## src/rtl/dmem_arbiter_if.sv

```systemverilog
// Bundle of core, loader and RAM port-B signals shared around dmem_arbiter.
// The arbiter connects through the slave modport; the surrounding system connects through master.
interface dmem_arbiter_if #(
  parameter int ADDR_W = 14
);
  // Handshake: *_req is valid and *_gnt is ready. An access transfers in the cycle where req && gnt.
  // The requester holds req and its payload stable until that cycle. *_rvalid pulses one cycle
  // after a granted read (wstrb == 0), and *_rdata is zero whenever *_rvalid is low.
  logic              c_req;
  logic [ADDR_W-1:0] c_addr;
  logic [3:0]        c_wstrb;
  logic [31:0]       c_wdata;
  logic              c_gnt;
  logic              c_rvalid;
  logic [31:0]       c_rdata;

  logic              l_req;
  logic [ADDR_W-1:0] l_addr;
  logic [3:0]        l_wstrb;
  logic [31:0]       l_wdata;
  logic              l_gnt;
  logic              l_rvalid;
  logic [31:0]       l_rdata;

  logic [ADDR_W-1:0] m_addr;
  logic [3:0]        m_wstrb;
  logic [31:0]       m_wdata;
  logic [31:0]       m_rdata;

  modport master (
    output c_req, c_addr, c_wstrb, c_wdata,
    input  c_gnt, c_rvalid, c_rdata,
    output l_req, l_addr, l_wstrb, l_wdata,
    input  l_gnt, l_rvalid, l_rdata,
    input  m_addr, m_wstrb, m_wdata,
    output m_rdata
  );

  modport slave (
    input  c_req, c_addr, c_wstrb, c_wdata,
    output c_gnt, c_rvalid, c_rdata,
    input  l_req, l_addr, l_wstrb, l_wdata,
    output l_gnt, l_rvalid, l_rdata,
    output m_addr, m_wstrb, m_wdata,
    input  m_rdata
  );
endinterface

```

## src/rtl/dmem_arbiter.sv

```systemverilog
// Shares RAM port B between the core LSU and the bulk loader, one access per cycle.
// Define DMEM_ARB_ROUND_ROBIN_EN for round-robin arbitration; the default is core priority with a loader starvation counter.
module dmem_arbiter #(
  parameter int ADDR_W   = 14,
  parameter int MAX_WAIT = 4
) (
  input  logic       clk,
  input  logic       resetb,
  dmem_arbiter_if.slave bus,
  output logic [3:0] dbg_wait_cnt,
  output logic       dbg_last_owner
);

  typedef enum logic {
    OWNER_CORE   = 1'b0,
    OWNER_LOADER = 1'b1
  } owner_t;

  owner_t            last_owner;
  logic              rsp_c;
  logic              rsp_l;
  logic              c_win;
  logic              l_win;
  logic [ADDR_W-1:0] sel_addr;

`ifndef DMEM_ARB_ROUND_ROBIN_EN
  localparam logic [3:0] WAIT_LIMIT = 4'(MAX_WAIT);
  logic [3:0] wait_cnt;
`endif

  always_comb begin
    c_win = 1'b0;
    l_win = 1'b0;
`ifdef DMEM_ARB_ROUND_ROBIN_EN
    if (bus.c_req && bus.l_req) begin
      l_win = (last_owner == OWNER_CORE);
    end else begin
      l_win = bus.l_req;
    end
`else
    l_win = bus.l_req && (!bus.c_req || (wait_cnt == WAIT_LIMIT));
`endif
    c_win = bus.c_req && !l_win;
    // Grants are suppressed while reset is held so the RAM never sees a write during reset.
    if (!resetb) begin
      c_win = 1'b0;
      l_win = 1'b0;
    end
  end

  assign sel_addr    = l_win ? bus.l_addr : bus.c_addr;
  assign bus.m_addr  = sel_addr;
  assign bus.m_wdata = l_win ? bus.l_wdata : bus.c_wdata;
  assign bus.m_wstrb = l_win ? bus.l_wstrb : (c_win ? bus.c_wstrb : 4'b0000);

  assign bus.c_gnt    = c_win;
  assign bus.l_gnt    = l_win;
  assign bus.c_rvalid = rsp_c;
  assign bus.l_rvalid = rsp_l;
  assign bus.c_rdata  = rsp_c ? bus.m_rdata : 32'h0;
  assign bus.l_rdata  = rsp_l ? bus.m_rdata : 32'h0;

  always_ff @(posedge clk or negedge resetb) begin
    if (!resetb) begin
      rsp_c      <= 1'b0;
      rsp_l      <= 1'b0;
      last_owner <= OWNER_LOADER;
    end else begin
      rsp_c <= c_win && (bus.c_wstrb == 4'b0000);
      rsp_l <= l_win && (bus.l_wstrb == 4'b0000);
      if (c_win) begin
        last_owner <= OWNER_CORE;
      end else if (l_win) begin
        last_owner <= OWNER_LOADER;
      end
    end
  end

`ifndef DMEM_ARB_ROUND_ROBIN_EN
  // Counts consecutive denied loader cycles; at the limit the loader overrides the core.
  always_ff @(posedge clk or negedge resetb) begin
    if (!resetb) begin
      wait_cnt <= 4'd0;
    end else if (!bus.l_req || l_win) begin
      wait_cnt <= 4'd0;
    end else if (wait_cnt != WAIT_LIMIT) begin
      wait_cnt <= wait_cnt + 4'd1;
    end
  end

  assign dbg_wait_cnt = wait_cnt;
`else
  assign dbg_wait_cnt = 4'd0;
`endif

  assign dbg_last_owner = last_owner;

endmodule

```

## src/flat_wrapper.sv

```systemverilog
// flat-port wrapper written by rule: the top's interface ports become plain ports
module dmem_arbiter_flat 
#(
  parameter int ADDR_W   = 14,
  parameter int MAX_WAIT = 4
)
  (clk, resetb, dbg_wait_cnt, dbg_last_owner, bus_c_req, bus_c_addr, bus_c_wstrb, bus_c_wdata, bus_c_gnt, bus_c_rvalid, bus_c_rdata, bus_l_req, bus_l_addr, bus_l_wstrb, bus_l_wdata, bus_l_gnt, bus_l_rvalid, bus_l_rdata, bus_m_addr, bus_m_wstrb, bus_m_wdata, bus_m_rdata);
  dmem_arbiter_if #(.ADDR_W(ADDR_W)) bus_i ();
  input  logic clk;
  input  logic resetb;
  output logic [3:0] dbg_wait_cnt;
  output logic dbg_last_owner;
  input wire logic [$bits(bus_i.c_req)-1:0] bus_c_req;
  input wire logic [$bits(bus_i.c_addr)-1:0] bus_c_addr;
  input wire logic [$bits(bus_i.c_wstrb)-1:0] bus_c_wstrb;
  input wire logic [$bits(bus_i.c_wdata)-1:0] bus_c_wdata;
  output wire logic [$bits(bus_i.c_gnt)-1:0] bus_c_gnt;
  output wire logic [$bits(bus_i.c_rvalid)-1:0] bus_c_rvalid;
  output wire logic [$bits(bus_i.c_rdata)-1:0] bus_c_rdata;
  input wire logic [$bits(bus_i.l_req)-1:0] bus_l_req;
  input wire logic [$bits(bus_i.l_addr)-1:0] bus_l_addr;
  input wire logic [$bits(bus_i.l_wstrb)-1:0] bus_l_wstrb;
  input wire logic [$bits(bus_i.l_wdata)-1:0] bus_l_wdata;
  output wire logic [$bits(bus_i.l_gnt)-1:0] bus_l_gnt;
  output wire logic [$bits(bus_i.l_rvalid)-1:0] bus_l_rvalid;
  output wire logic [$bits(bus_i.l_rdata)-1:0] bus_l_rdata;
  output wire logic [$bits(bus_i.m_addr)-1:0] bus_m_addr;
  output wire logic [$bits(bus_i.m_wstrb)-1:0] bus_m_wstrb;
  output wire logic [$bits(bus_i.m_wdata)-1:0] bus_m_wdata;
  input wire logic [$bits(bus_i.m_rdata)-1:0] bus_m_rdata;
  assign bus_i.c_req = bus_c_req;
  assign bus_i.c_addr = bus_c_addr;
  assign bus_i.c_wstrb = bus_c_wstrb;
  assign bus_i.c_wdata = bus_c_wdata;
  assign bus_c_gnt = bus_i.c_gnt;
  assign bus_c_rvalid = bus_i.c_rvalid;
  assign bus_c_rdata = bus_i.c_rdata;
  assign bus_i.l_req = bus_l_req;
  assign bus_i.l_addr = bus_l_addr;
  assign bus_i.l_wstrb = bus_l_wstrb;
  assign bus_i.l_wdata = bus_l_wdata;
  assign bus_l_gnt = bus_i.l_gnt;
  assign bus_l_rvalid = bus_i.l_rvalid;
  assign bus_l_rdata = bus_i.l_rdata;
  assign bus_m_addr = bus_i.m_addr;
  assign bus_m_wstrb = bus_i.m_wstrb;
  assign bus_m_wdata = bus_i.m_wdata;
  assign bus_i.m_rdata = bus_m_rdata;
  dmem_arbiter #(.ADDR_W(ADDR_W), .MAX_WAIT(MAX_WAIT)) u_core (.clk(clk), .resetb(resetb), .bus(bus_i), .dbg_wait_cnt(dbg_wait_cnt), .dbg_last_owner(dbg_last_owner));
endmodule
```

## config.mk

```make
export PLATFORM = sky130hd
export DESIGN_NAME = dmem_arbiter_flat
export DESIGN_NICKNAME = d
export VERILOG_FILES = /design/src/rtl/dmem_arbiter_if.sv /design/src/rtl/dmem_arbiter.sv /design/src/flat_wrapper.sv
export SDC_FILE = /design/constraint.sdc
export NUM_CORES = 1
export LEC_CHECK = 0
export CAP_MARGIN = 10
export CORE_AREA = 2 2 101 103
export DETAILED_ROUTE_END_ITERATION = 10
export DIE_AREA = 0 0 103 105
export REMOVE_ABC_BUFFERS = 1
export SYNTH_ARGS = -nofsm -noshare
export SYNTH_HDL_FRONTEND = slang
export SYNTH_SLANG_ARGS = --single-unit
```

## constraint.sdc

```tcl
create_clock -name clk -period 2.6 [get_ports clk]
set_input_delay 0.78 -clock clk [delete_from_list [all_inputs] [get_ports clk]]
set_output_delay 0.78 -clock clk [all_outputs]
set_load 0.02 [all_outputs]
```

==> git commit body <==
Record implementation results from latest flow run

- Finish-stage setup viols: 50
* Post-route minimum period: 2.81 ns
- TritonCTS built the clock tree.
- First-pass GRT wire length: ~12 mm
* Fmax achieved: around 0.36 GHz
- Sorting the Yosys area breakdown by cell type puts at the top sky130_fd_sc_hd__mux2_2.
* Number of antenna violations at the first check in global routing: 0
- CTS reports a maximum clock tree buffer depth of 2.
- Across the whole layout, multi-input logic makes up approximately 29% of the cell area.
- After global routing, the most crowded layer is met2.
- Clock latency on the worst-skew pair, taken at its later pin, is roughly 0.22 ns.
- Number of logged tool warnings: 28
- All-layer global routing usage: between 10 and 15%
- Register bit count reported by yosys: 7
- Minimum setup slack in the final design: -0.213 ns
- Post-synthesis average cell area: 8.77 um^2
* Worst min-delay path class: input port to async pin
- RSZ-0062 raised after global routing: true
- Total of clock buffers placed in the layout: 4
- Init Core Util: around 15%
- Combinational power: 692 uW
- The finished cells cover about 4500 um^2.
- Data arrival time of the critical path: roughly 2.0 ns
- The initialized floorplan defines 36 standard-cell rows.
- Drt first pass iters: 4
- Dominant combinational family: multiplexers
* Violated checks: negative setup slack
- The final report gives the core utilization as between 40 and 50%.
- Per the post-route antenna check, the number of violating nets is 0.
- For reference, the most critical setup path is categorized as register to primary output.
- The switching component of the power was reported as around 300 uW.
- Per the run summary, max-cap violations total 0.
- The run finished, with violations left.
- Clock tree synthesis found a total of 7 sinks.
* Storage cell area: between 150 and 200 um^2
* Fraction of layout instances using a drive strength above 1: 31.5%
* Wire length on met3: about 1.1 mm
* Number of signal-net buffers in the layout: 286
Fig. 1: run 1, pin map
Pins as bars across the die edge, other pins in grey.
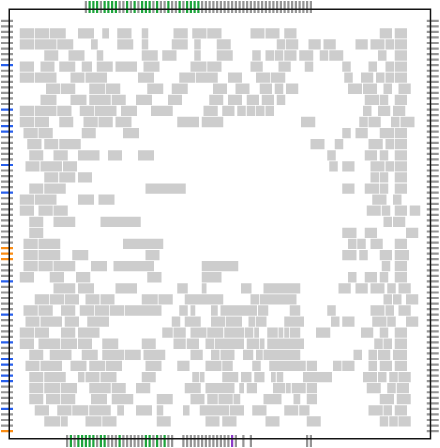
- orange: `bus_c_wstrb` (pins 4; direction input; edge left)
- purple: `resetb` (pins 1; direction input; edge bottom)
- blue: `bus_c_addr` (pins 14; direction input; edge left)
- green: `bus_m_wdata` (pins 32; direction output; edge 19 top, 13 bottom)
buffers added on ports: 258
die width: 103 um
overall die height: 105 um

Fig. 2: run 1, signal wires by layer
Bar = 20 um.
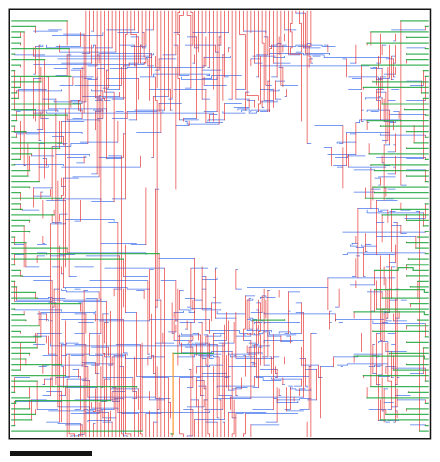
- orange: M4 (wire length 19.7 um)
- blue: M1 (wire length 2840 um)
- green: M3 (wire length 1070 um)
- red: M2 (wire length 4890 um)
Total Routed Length: 8.82 mm
total number of vias: 2303
wire per inst: 15.4 um

Fig. 3: run 1, cell outlines without signal wires
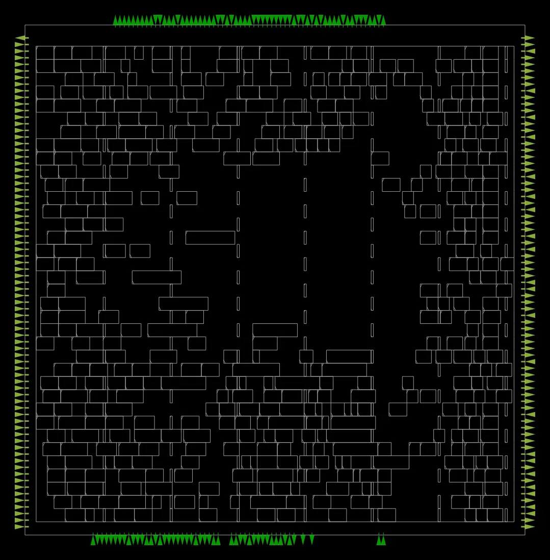
Layout fillers: 992
flop share of the area: 3.90%

Power is estimated from default activity; no workload was simulated.
